==> src/rtl/i2c_master_arbiter_if.sv <==
// i2c_master_arbiter_if: requester-side and i2c_master-side signals of the round-robin arbiter
interface i2c_master_arbiter_if #(
    parameter int NUM_REQ = 4
);
    logic [NUM_REQ-1:0]   req_i;
    logic [NUM_REQ-1:0]   req_rnw_i;
    logic [7*NUM_REQ-1:0] req_addr_i;
    logic [8*NUM_REQ-1:0] req_wdata_i;
    logic [NUM_REQ-1:0]   gnt_o;
    logic [NUM_REQ-1:0]   done_o;
    logic [NUM_REQ-1:0]   err_o;
    logic [7:0]           rdata_o;
    logic                 m_start_o;
    logic                 m_stop_o;
    logic                 m_read_nwrite_o;
    logic [6:0]           m_slave_addr_o;
    logic [7:0]           m_data_o;
    logic [7:0]           m_data_i;
    logic                 m_busy_i;
    logic                 m_error_i;
    logic                 m_success_i;
    logic                 arb_busy_o;

    modport master (
        input  req_i, req_rnw_i, req_addr_i, req_wdata_i,
        input  m_data_i, m_busy_i, m_error_i, m_success_i,
        output gnt_o, done_o, err_o, rdata_o, arb_busy_o,
        output m_start_o, m_stop_o, m_read_nwrite_o, m_slave_addr_o, m_data_o
    );

    modport slave (
        output req_i, req_rnw_i, req_addr_i, req_wdata_i,
        output m_data_i, m_busy_i, m_error_i, m_success_i,
        input  gnt_o, done_o, err_o, rdata_o, arb_busy_o,
        input  m_start_o, m_stop_o, m_read_nwrite_o, m_slave_addr_o, m_data_o
    );
endinterface

==> src/rtl/i2c_master_arbiter.sv <==
// i2c_master_arbiter: round-robin sharing of one i2c_master between NUM_REQ one-byte requesters.
// Define I2C_ARB_TIMEOUT_EN to add the WAIT_DONE timeout counter and the ABORT (m_stop_o) state.
module i2c_master_arbiter #(
    parameter int NUM_REQ        = 4,
    parameter int TIMEOUT_CYCLES = 65535,
    parameter int START_HOLD_MAX = 1023
) (
    input logic                  clk,
    input logic                  rst_n,
    i2c_master_arbiter_if.master bus
);
    localparam int IW = (NUM_REQ > 1) ? $clog2(NUM_REQ) : 1;
    localparam int HW = $clog2(START_HOLD_MAX + 1);
    localparam logic [HW-1:0] HOLD_LAST = HW'(START_HOLD_MAX - 1);
    localparam logic [IW-1:0] IDX_LAST  = IW'(NUM_REQ - 1);

    typedef enum logic [2:0] {
        IDLE, LATCH, START, WAIT_DONE, RESP
`ifdef I2C_ARB_TIMEOUT_EN
        , ABORT
`endif
    } state_t;

    state_t              state_q, state_d;
    logic [2:0]          sync1_q, sync2_q;
    logic                busy_s, error_s, success_s;
    logic [NUM_REQ-1:0]  gnt_q, gnt_d;
    logic [IW-1:0]       idx_q, idx_d, ptr_q, ptr_d, sel_idx;
    logic                sel_found;
    int                  sel_j;
    logic                rnw_q, rnw_d;
    logic [6:0]          addr_q, addr_d;
    logic [7:0]          wdata_q, wdata_d, rdata_q, rdata_d;
    logic [HW-1:0]       hold_q, hold_d;
    logic                err_seen_q, err_seen_d, fail_q, fail_d;

    assign {success_s, error_s, busy_s} = sync2_q;

    // Two-flop synchronisers for the master's slow-domain status lines
    always_ff @(posedge clk or negedge rst_n) begin
        if (!rst_n) begin
            sync1_q <= '0;
            sync2_q <= '0;
        end else begin
            sync1_q <= {bus.m_success_i, bus.m_error_i, bus.m_busy_i};
            sync2_q <= sync1_q;
        end
    end

    // Round-robin pick: lowest offset from the pointer wins, so scan offsets downwards
    always_comb begin
        sel_found = 1'b0;
        sel_idx   = '0;
        sel_j     = 0;
        for (int i = NUM_REQ - 1; i >= 0; i--) begin
            sel_j = int'(ptr_q) + i;
            if (sel_j >= NUM_REQ) sel_j = sel_j - NUM_REQ;
            if (bus.req_i[IW'(sel_j)]) begin
                sel_found = 1'b1;
                sel_idx   = IW'(sel_j);
            end
        end
    end

    // State and datapath registers
    always_ff @(posedge clk or negedge rst_n) begin
        if (!rst_n) begin
            state_q    <= IDLE;
            gnt_q      <= '0;
            idx_q      <= '0;
            ptr_q      <= '0;
            rnw_q      <= 1'b0;
            addr_q     <= '0;
            wdata_q    <= '0;
            rdata_q    <= '0;
            hold_q     <= '0;
            err_seen_q <= 1'b0;
            fail_q     <= 1'b0;
        end else begin
            state_q    <= state_d;
            gnt_q      <= gnt_d;
            idx_q      <= idx_d;
            ptr_q      <= ptr_d;
            rnw_q      <= rnw_d;
            addr_q     <= addr_d;
            wdata_q    <= wdata_d;
            rdata_q    <= rdata_d;
            hold_q     <= hold_d;
            err_seen_q <= err_seen_d;
            fail_q     <= fail_d;
        end
    end

`ifdef I2C_ARB_TIMEOUT_EN
    localparam logic [15:0] TO_LAST = 16'(TIMEOUT_CYCLES - 1);
    logic [15:0] to_q, to_d;

    // Timeout counter: cleared before START, runs in WAIT_DONE and restarts for the ABORT window
    always_comb begin
        to_d = to_q;
        if (state_q == LATCH) to_d = '0;
        if (state_q == WAIT_DONE) to_d = (to_q == TO_LAST) ? '0 : to_q + 16'd1;
        if (state_q == ABORT) to_d = to_q + 16'd1;
    end

    // Timeout counter register
    always_ff @(posedge clk or negedge rst_n) begin
        if (!rst_n) to_q <= '0;
        else        to_q <= to_d;
    end
`else
    logic unused_timeout;
    assign unused_timeout = ^TIMEOUT_CYCLES;
`endif

    // Next-state logic
    always_comb begin
        state_d = state_q;
        case (state_q)
            IDLE:      state_d = sel_found ? LATCH : IDLE;
            LATCH:     state_d = START;
            START:     state_d = busy_s ? WAIT_DONE : (hold_q == HOLD_LAST) ? RESP : START;
`ifdef I2C_ARB_TIMEOUT_EN
            WAIT_DONE: state_d = !busy_s ? RESP : (to_q == TO_LAST) ? ABORT : WAIT_DONE;
            ABORT:     state_d = (!busy_s || to_q == TO_LAST) ? RESP : ABORT;
`else
            WAIT_DONE: state_d = !busy_s ? RESP : WAIT_DONE;
`endif
            RESP:      state_d = IDLE;
            default:   state_d = IDLE;
        endcase
    end

    // Grant, request latching, result and pointer bookkeeping per state
    always_comb begin
        gnt_d      = gnt_q;
        idx_d      = idx_q;
        ptr_d      = ptr_q;
        rnw_d      = rnw_q;
        addr_d     = addr_q;
        wdata_d    = wdata_q;
        rdata_d    = rdata_q;
        hold_d     = hold_q;
        err_seen_d = err_seen_q;
        fail_d     = fail_q;
        if (state_q == IDLE && sel_found) begin
            gnt_d          = '0;
            gnt_d[sel_idx] = 1'b1;
            idx_d          = sel_idx;
        end
        if (state_q == LATCH) begin
            rnw_d      = bus.req_rnw_i[idx_q];
            addr_d     = bus.req_addr_i[int'(idx_q) * 7 +: 7];
            wdata_d    = bus.req_wdata_i[int'(idx_q) * 8 +: 8];
            hold_d     = '0;
            err_seen_d = 1'b0;
            fail_d     = 1'b0;
        end
        if (state_q == START) begin
            hold_d = hold_q + HW'(1);
            fail_d = !busy_s && hold_q == HOLD_LAST;
        end
        if (state_q == WAIT_DONE) begin
            err_seen_d = err_seen_q | error_s;
            if (!busy_s) begin
                fail_d  = err_seen_q | error_s | !success_s;
                rdata_d = (success_s && !(err_seen_q | error_s) && rnw_q) ? bus.m_data_i : rdata_q;
            end
        end
`ifdef I2C_ARB_TIMEOUT_EN
        if (state_q == ABORT) fail_d = 1'b1;
`endif
        if (state_q == RESP) begin
            gnt_d = '0;
            ptr_d = (idx_q == IDX_LAST) ? '0 : idx_q + IW'(1);
        end
    end

    // Outputs decoded from the state and the registered datapath
    always_comb begin
        bus.gnt_o           = gnt_q;
        bus.done_o          = (state_q == RESP && !fail_q) ? gnt_q : '0;
        bus.err_o           = (state_q == RESP && fail_q) ? gnt_q : '0;
        bus.rdata_o         = rdata_q;
        bus.m_start_o       = state_q == START;
`ifdef I2C_ARB_TIMEOUT_EN
        bus.m_stop_o        = state_q == ABORT;
`else
        bus.m_stop_o        = 1'b0;
`endif
        bus.m_read_nwrite_o = rnw_q;
        bus.m_slave_addr_o  = addr_q;
        bus.m_data_o        = wdata_q;
        bus.arb_busy_o      = state_q != IDLE;
    end
endmodule

==> src/flat_wrapper.sv <==
// flat-port wrapper written by rule: the top's interface ports become plain ports
module i2c_master_arbiter_flat 
#(
    parameter int NUM_REQ        = 4,
    parameter int TIMEOUT_CYCLES = 65535,
    parameter int START_HOLD_MAX = 1023
)
  (clk, rst_n, bus_req_i, bus_req_rnw_i, bus_req_addr_i, bus_req_wdata_i, bus_m_data_i, bus_m_busy_i, bus_m_error_i, bus_m_success_i, bus_gnt_o, bus_done_o, bus_err_o, bus_rdata_o, bus_arb_busy_o, bus_m_start_o, bus_m_stop_o, bus_m_read_nwrite_o, bus_m_slave_addr_o, bus_m_data_o);
  i2c_master_arbiter_if #(.NUM_REQ(NUM_REQ)) bus_i ();
  input logic clk;
  input logic rst_n;
  input wire logic [$bits(bus_i.req_i)-1:0] bus_req_i;
  input wire logic [$bits(bus_i.req_rnw_i)-1:0] bus_req_rnw_i;
  input wire logic [$bits(bus_i.req_addr_i)-1:0] bus_req_addr_i;
  input wire logic [$bits(bus_i.req_wdata_i)-1:0] bus_req_wdata_i;
  input wire logic [$bits(bus_i.m_data_i)-1:0] bus_m_data_i;
  input wire logic [$bits(bus_i.m_busy_i)-1:0] bus_m_busy_i;
  input wire logic [$bits(bus_i.m_error_i)-1:0] bus_m_error_i;
  input wire logic [$bits(bus_i.m_success_i)-1:0] bus_m_success_i;
  output wire logic [$bits(bus_i.gnt_o)-1:0] bus_gnt_o;
  output wire logic [$bits(bus_i.done_o)-1:0] bus_done_o;
  output wire logic [$bits(bus_i.err_o)-1:0] bus_err_o;
  output wire logic [$bits(bus_i.rdata_o)-1:0] bus_rdata_o;
  output wire logic [$bits(bus_i.arb_busy_o)-1:0] bus_arb_busy_o;
  output wire logic [$bits(bus_i.m_start_o)-1:0] bus_m_start_o;
  output wire logic [$bits(bus_i.m_stop_o)-1:0] bus_m_stop_o;
  output wire logic [$bits(bus_i.m_read_nwrite_o)-1:0] bus_m_read_nwrite_o;
  output wire logic [$bits(bus_i.m_slave_addr_o)-1:0] bus_m_slave_addr_o;
  output wire logic [$bits(bus_i.m_data_o)-1:0] bus_m_data_o;
  assign bus_i.req_i = bus_req_i;
  assign bus_i.req_rnw_i = bus_req_rnw_i;
  assign bus_i.req_addr_i = bus_req_addr_i;
  assign bus_i.req_wdata_i = bus_req_wdata_i;
  assign bus_i.m_data_i = bus_m_data_i;
  assign bus_i.m_busy_i = bus_m_busy_i;
  assign bus_i.m_error_i = bus_m_error_i;
  assign bus_i.m_success_i = bus_m_success_i;
  assign bus_gnt_o = bus_i.gnt_o;
  assign bus_done_o = bus_i.done_o;
  assign bus_err_o = bus_i.err_o;
  assign bus_rdata_o = bus_i.rdata_o;
  assign bus_arb_busy_o = bus_i.arb_busy_o;
  assign bus_m_start_o = bus_i.m_start_o;
  assign bus_m_stop_o = bus_i.m_stop_o;
  assign bus_m_read_nwrite_o = bus_i.m_read_nwrite_o;
  assign bus_m_slave_addr_o = bus_i.m_slave_addr_o;
  assign bus_m_data_o = bus_i.m_data_o;
  i2c_master_arbiter #(.NUM_REQ(NUM_REQ), .TIMEOUT_CYCLES(TIMEOUT_CYCLES), .START_HOLD_MAX(START_HOLD_MAX)) u_core (.clk(clk), .rst_n(rst_n), .bus(bus_i));
endmodule
==> config.mk <==
export PLATFORM = sky130hd
export DESIGN_NAME = i2c_master_arbiter_flat
export DESIGN_NICKNAME = d
export VERILOG_FILES = /design/src/rtl/i2c_master_arbiter_if.sv /design/src/rtl/i2c_master_arbiter.sv /design/src/flat_wrapper.sv
export SDC_FILE = /design/constraint.sdc
export NUM_CORES = 1
export LEC_CHECK = 0
export CAP_MARGIN = 25
export CORE_UTILIZATION = 39
export DETAILED_ROUTE_END_ITERATION = 8
export PLACE_DENSITY_LB_ADDON = 0.25
export SLEW_MARGIN = 20
export SYNTH_ARGS = -nofsm -noshare
export SYNTH_HDL_FRONTEND = slang
export SYNTH_SLANG_ARGS = --single-unit
export TNS_END_PERCENT = 100
==> constraint.sdc <==
create_clock -name clk -period 1.6 [get_ports clk]
set_input_delay 0.16 -clock clk [delete_from_list [all_inputs] [get_ports clk]]
set_output_delay 0.16 -clock clk [all_outputs]
set_load 0.02 [all_outputs]
Placement by cell class:
(4 px per um)
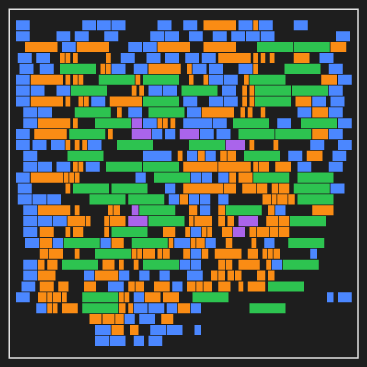
Key: orange = all other logic [cells 193, share of their area 34%]; green = flip-flops [cells 53, share of their area 30%]; purple = clock drivers and dummy loads [cells 8, share of their area 2.1%]; blue = other buffers and delay cells [cells 157, share of their area 34%]
core area: 6869 um^2
Seq/total area: 29.43%
Finished Core Util: 65.61%

Port wiring:
(3 px per um)
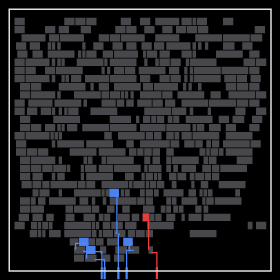
Key: red = bus_arb_busy_o [bits 1, direction output, edge south, end cells 1, buffers 1, wire 17.3 um]; blue = bus_done_o [bits 4, direction output, edge south, end cells 4, buffers 4, wire 65.9 um]
I/O Buffers: 118
IO Pins: 120

==> flow_metrics.env <==
# source this file to load flow results
export IMPL_finalMaxSlewViolations=0
export IMPL_top_usage_layer="met2"
export IMPL_synthTopCellsByArea="dfrtp_1 47%, mux4_2 13%, nand2_1 9.1%"
export IMPL_path_delay_family="simple AND/OR/NAND/NOR gates"
export IMPL_grt_pass1_wl_um=11540
export IMPL_htreeDepth=2
export IMPL_seq_area_frac_synth_pct=47.30
export IMPL_numSynthFlops=53
export IMPL_crit_path_start="u_core.state_q[0]"
export IMPL_layout_drive_gt1_share_pct=24.57
export IMPL_fin_crit_ns=1.763
export IMPL_xor_share_pct=0.3124
export IMPL_worstPathArrival_ns=1.60
export IMPL_cts_buffers=5
export IMPL_post_place_ws_ns=-0.4651
export IMPL_dpl_hpwl_um=5457
export IMPL_dieArea_um2=7533
export IMPL_p_total_uw=6866
export IMPL_whs_endpoint="u_core.sync1_q[2]"
export IMPL_ant_nets=0
export IMPL_yosysTopAreaCellShare_pct=47.30
export IMPL_edf_count=0
export IMPL_routed_via_density=4.988
export IMPL_grt_util_all_layers_pct=19.95
export IMPL_area_growth_pct=60.73
export IMPL_netlist_instances=260
export IMPL_inv_count=6
export IMPL_finalHoldViolCount=0
export IMPL_min_path_type="input port to flop"
export IMPL_final_nonclk_buf_share_pct=33.29
export IMPL_synthAdderAreaFrac_pct=1.339
export IMPL_drcViolationCount=0
export IMPL_crit_slowest_cell="dfrtp_1"
export IMPL_rsz0062_at_grt="yes"
export IMPL_syn_nets=344
export IMPL_cts_tree="built"
export IMPL_lay_top_count="clkdlybuf4s50_1"
export IMPL_logic_family="simple AND/OR/NAND/NOR gates"
export IMPL_p_per_area_nw_per_um2=1523
export IMPL_status="finished with violations"
export IMPL_postLayoutSetupSlackWorst_ns=-0.1629
export IMPL_met1_usage_pct=23.88
export IMPL_grt_ovfl_total=0
export IMPL_dpl_cell_area_um2=4259
export IMPL_crit_end="bus_done_o[1]"
export IMPL_r2r_start="u_core.state_q[2]"
export IMPL_critical_path_depth=5
export IMPL_antenna_found_initial=0
export IMPL_setup_violations=21
export IMPL_hold_slack_ns=0.2897
export IMPL_seq_area_um2=1326
export IMPL_tool_warnings=29
export IMPL_maxCapViolCount=0
export IMPL_synth_cell_types=48
export IMPL_fin_tns_setup_ns=-1.602
export IMPL_critPathCaptureType="output pin"
export IMPL_timing_slew_headroom_pct=66.25
export IMPL_drtPass1Iterations=4
export IMPL_max_stage_delay_ns=0.41
export IMPL_violations="setup timing"
export IMPL_fin_skew_ns=0.008000
export IMPL_start_kind="flop"
export IMPL_cts_root_buffer="clkbuf_8"
export IMPL_worstSkewPairLatency_ns=0.31
export IMPL_wl_um=7164
export IMPL_first_iter_violations=78
Cell placement:
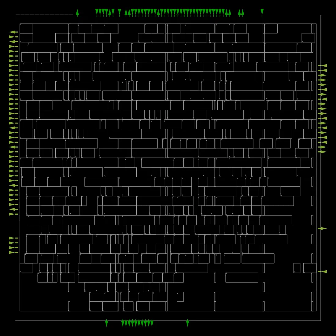
final non-filler cell total: 507
Flops: 53

Placement density heat map:
(4 px per um) 9 x 9 tiles, from dark blue (low) to red (high), 0 to 100% covered.
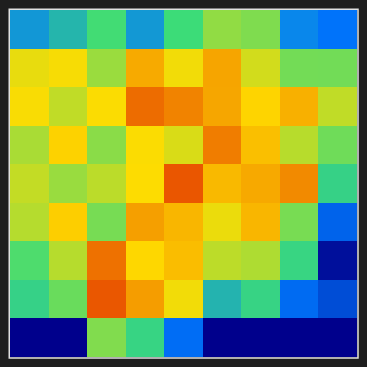
The fullest tile reaches 90%. 7.4% of the tiles are nearly empty. The densest ninth of the die: center. The mean over all tiles is 58%. The emptiest ninth of the die: south-east.
fp util: 40.82%

## registers in the layout, indices dropped and copies added, names as in the netlist
name                        cells
u_core.hold_q                  10
u_core.state_q                  3
u_core.ptr_q                    2
u_core.sync2_q                  3
u_core.sync1_q                  3
u_core.bus.gnt_o                4
u_core.idx_q                    2
u_core.err_seen_q               1
u_core.bus.m_read_nwrite_o      1
u_core.fail_q                   1
u_core.bus.m_slave_addr_o       7
u_core.bus.m_data_o             8
u_core.bus.rdata_o              8
## report_power, final
| group | internal, uW | switching, uW | total (uW) |
|---|---|---|---|
| logic | 2050 | 1880 | 3930 |
| clock network | 311 | 442 | 753 |
| registers | 1830 | 355 | 2190 |
## layer usage
layer	up-vias	share of wire, %
li1	1230	-
met3	10	6.3
met5	-	0
met2	88	52
met1	1201	41
met4	0	1.4
